===== src/rtl/c2f_consumer.sv =====
// c2f_consumer: drains CPU->FPGA ring chunks from the C2F RAM into a 64-bit valid/ready stream
module c2f_consumer #(
  parameter int INDEX_NBITS  = 2,
  parameter int OFFSET_NBITS = 4
) (
  input  logic                                clk_in,
  input  logic                                reset_in,
  input  logic [INDEX_NBITS-1:0]              wrPtr_in,
  output logic [INDEX_NBITS-1:0]              rdPtr_out,
  output logic                                dtAck_out,
  output logic [INDEX_NBITS+OFFSET_NBITS-1:0] ramAddr_out,
  input  logic [63:0]                         ramData_in,
  output logic [63:0]                         data_out,
  output logic                                valid_out,
  input  logic                                ready_in,
  output logic                                last_out
);
  typedef enum logic [1:0] {IDLE, STREAM, DRAIN} state_t;
  state_t state;
  logic [INDEX_NBITS-1:0] rdPtr;
  logic [OFFSET_NBITS-1:0] offset;
  logic [63:0] fifoData [2];
  logic [1:0] fifoLast;
  logic head;
  logic [1:0] count;
  logic inflight, inflightLast;
  logic pop, issue, lastAccept;
  logic [1:0] occ;
  always_comb begin
    valid_out   = count != 2'd0;
    data_out    = valid_out ? fifoData[head] : '0;
    last_out    = valid_out & fifoLast[head];
    pop         = valid_out & ready_in;
    lastAccept  = pop & last_out;
    dtAck_out   = state == DRAIN && lastAccept;
    occ         = count + {1'b0, inflight} - {1'b0, pop};
    issue       = state == STREAM && occ < 2'd2;
    rdPtr_out   = rdPtr;
    ramAddr_out = {rdPtr, offset};
  end
  always_ff @(posedge clk_in) begin
    if (reset_in) begin
      state        <= IDLE;
      rdPtr        <= '0;
      offset       <= '0;
      head         <= 1'b0;
      count        <= 2'd0;
      inflight     <= 1'b0;
      inflightLast <= 1'b0;
    end else begin
      inflight <= issue;
      if (issue) inflightLast <= &offset;
      // the returning read lands behind whatever is still queued
      if (inflight) begin
        fifoData[head ^ count[0]] <= ramData_in;
        fifoLast[head ^ count[0]] <= inflightLast;
      end
      if (pop) head <= ~head;
      count <= count + {1'b0, inflight} - {1'b0, pop};
      case (state)
        IDLE: begin
          offset <= '0;
          if (rdPtr != wrPtr_in) state <= STREAM;
        end
        STREAM: if (issue) begin
          offset <= offset + OFFSET_NBITS'(1);
          if (&offset) state <= DRAIN;
        end
        DRAIN: if (lastAccept) begin
          rdPtr <= rdPtr + INDEX_NBITS'(1);
          state <= IDLE;
        end
        default: state <= IDLE;
      endcase
    end
  end
endmodule


===== config.mk =====
export PLATFORM = sky130hd
export DESIGN_NAME = c2f_consumer
export DESIGN_NICKNAME = d
export VERILOG_FILES = /design/src/rtl/c2f_consumer.sv
export SDC_FILE = /design/constraint.sdc
export NUM_CORES = 1
export LEC_CHECK = 0
export ABC_CLOCK_PERIOD_IN_PS = 9400
export CAP_MARGIN = 20
export CELL_PAD_IN_SITES_DETAIL_PLACEMENT = 1
export CELL_PAD_IN_SITES_GLOBAL_PLACEMENT = 1
export CORE_ASPECT_RATIO = 1.2
export CORE_UTILIZATION = 43
export DETAILED_ROUTE_END_ITERATION = 16
export PLACE_DENSITY = 0.87
export SYNTH_ARGS = -nofsm -noshare
export SYNTH_HDL_FRONTEND = slang
export SYNTH_SLANG_ARGS = --single-unit

===== constraint.sdc =====
create_clock -name clk_in -period 9.4 [get_ports clk_in]
set_input_delay 0.94 -clock clk_in [delete_from_list [all_inputs] [get_ports clk_in]]
set_output_delay 0.94 -clock clk_in [all_outputs]
set_load 0.05 [all_outputs]

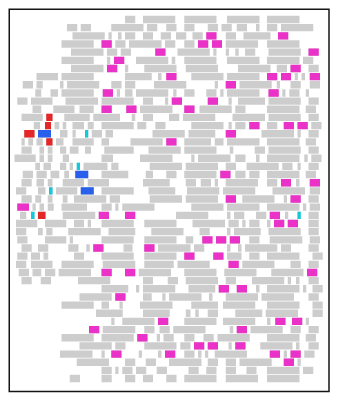
Figure 1: logic cells by family.
Scale: 3 px per um.
[inverters] cyan | cells: 5
[multiplexers] magenta | cells: 66
[AND and OR gates] red | cells: 5
[adder and majority cells] blue | cells: 3
logic share of the area: 16.9%
Cell Count, Final, Fillers Out: 682
Commonest Layout Cell: clkdlybuf4s50_1

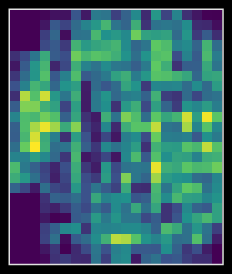
Figure 2: routed metal per tile.
Scale: 2 px per um. 21 x 25 tiles, from dark purple (low) to yellow (high), scaled to the fullest tile. Values are wire area over tile area, all layers added.
mean over tiles: 0.16
tiles over half the peak: 33%
fullest tile: 0.40
post-detailed-routing wire length: 13.5 mm
gr usage total: 20.6%

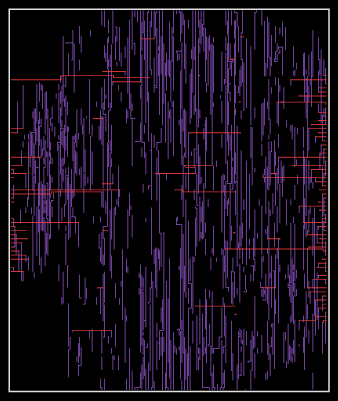
Figure 3: routed metal, one colour a layer.
Scale: 3 px per um. Two of the layers only.
[metal 3] red | wire length: 591 um
[metal 2] purple | wire length: 7,000 um
total number of vias: 3,490
DR WL/cell: 19.8 um

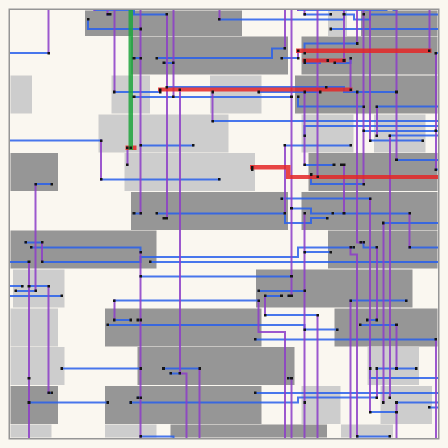
Figure 4: layout detail.
Region (38, 48) to (68, 78) um. Cells in grey, sequential cells in the stronger grey; small squares are vias.
[metal 4] green
[metal 1] blue
[metal 2] purple
[metal 3] red
sequential cells in the window: 14
most frequent: edfxtp_1 (14), clkdlybuf4s50_1 (4)
cells with their middle in the window: 25
netlist names of flops here include: fifoData (14)

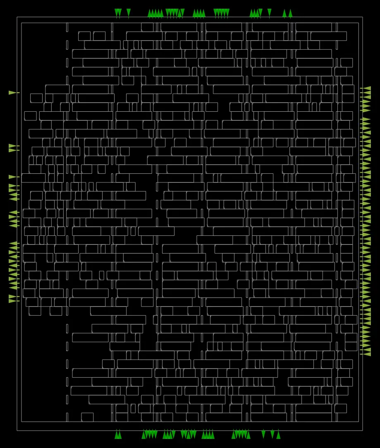
Figure 5: placed standard cells.
Final Util: 62.0%
Tap Count: 164
Seq Cell Count: 144

## per-layer routing
layer  GRT usage (%)  share of wire, %  up-vias
met2            35.7                52      117
li1                -                 -     1612
met3            5.45               4.4       18
met5               0                 0        -
met4            7.11               1.6        0
met1            24.8                42     1743
## layout make-up
| cell class | instances | share of cell area, % |
|---|---|---|
| tap | 164 | 2.61 |
| multi-input combinational | 189 | 16.9 |
| sequential | 144 | 53.3 |
| clock buffer | 20 | 5.69 |
| timing repair buffer | 148 | 19.2 |
| clock inverter | 12 | 2.04 |
| inverter | 5 | 0.239 |
## critical path: stages
cell and delay (ps):
clkdlybuf4s50_1 450, o21ai_1 160, nor3_1 230, clkdlybuf4s50_1 830
## Yosys cell counts (2+ instances only)
master	count	area [um2]
edfxtp_1	130	3900
and3_1	2	12.5
clkbuf_1	6	22.5
buf_2	7	35.0
nand2b_1	7	43.8
nor3_1	2	10.0
a21oi_1	5	25.0
nor4_1	2	12.5
o21ai_0	3	15.0
mux2i_1	65	651
buf_1	3	11.3
dfxtp_1	14	280
nor3b_1	2	15.0
ha_1	3	37.5
nor2b_1	4	25.0
nand3_1	3	15.0
buf_4	2	15.0
inv_1	5	18.8
nor2_1	73	274
xor2_1	4	35.0
## metrics by stage
step,hold WS [ps],cell area (um2),std cells
after floorplan,419,5590,356
after global placement,441,7190,648
after detailed placement,450,7190,648
after CTS,464,7800,680
after global routing,480,7860,682
final,471,7860,682
## sequential cells by signal (all words and copies together), names as in the netlist, named ones only
signal        count
fifoData        128
inflight          1
fifoLast          2
offset            4
inflightLast      1
count             2
head              1
rdPtr_out         2
state             2
## report_power, final
part / switching, W / internal [W]
combinational: 0.000542 / 0.000293
sequential: 0.0000454 / 0.000769
clock: 0.000259 / 0.000426
==> out/results.txt <==
Tool warnings: 26
Worst reg-to-reg path cell count: 8
Initial DRC count: 159
Clock Path Buffers: 2
Post-synth EDFFs: 130
Top logic family: multiplexers
Max VDD drop: 134 uV
Post-CTS Setup Inserts: 0
Kind of critical path: primary input to primary output
Hpwl dp: 8.16 mm
MaxCap Viol Count: 0
Power per cell area: 297 mW/mm2
Initial antenna violation count: 0
Max FO, Critical Path: 7
Adder Share, Synth: 0.671%
Fill cells: 1,178
Min-delay src: inflightLast
Storage cell area: 0.00419 mm2
Pin count of the biggest net entering global routing: 67
Ys cells: 356
Sum Neg Setup Slack: 0 ps
Hold Crit Class: flip-flop to flip-flop
Required time of the critical path: 8460 ps
Die Y: 127 um
Tcrit/Tclk final: 37.8%
Dpl ws: 5490 ps
RSZ-0062 raised after global routing: false
R2R Setup Slk: 6960 ps
Outcome: finished, final reports clean
Final setup violation count: 0
CTS tree: yes
Clock root buffer master: clkbuf_16
Hold-fix buffers at CTS: 0
H-Tree Depth: 4
Yosys cell types: 34
Startpoint Class: primary input
No activity file was given, so power comes from the tool's default toggle rates.
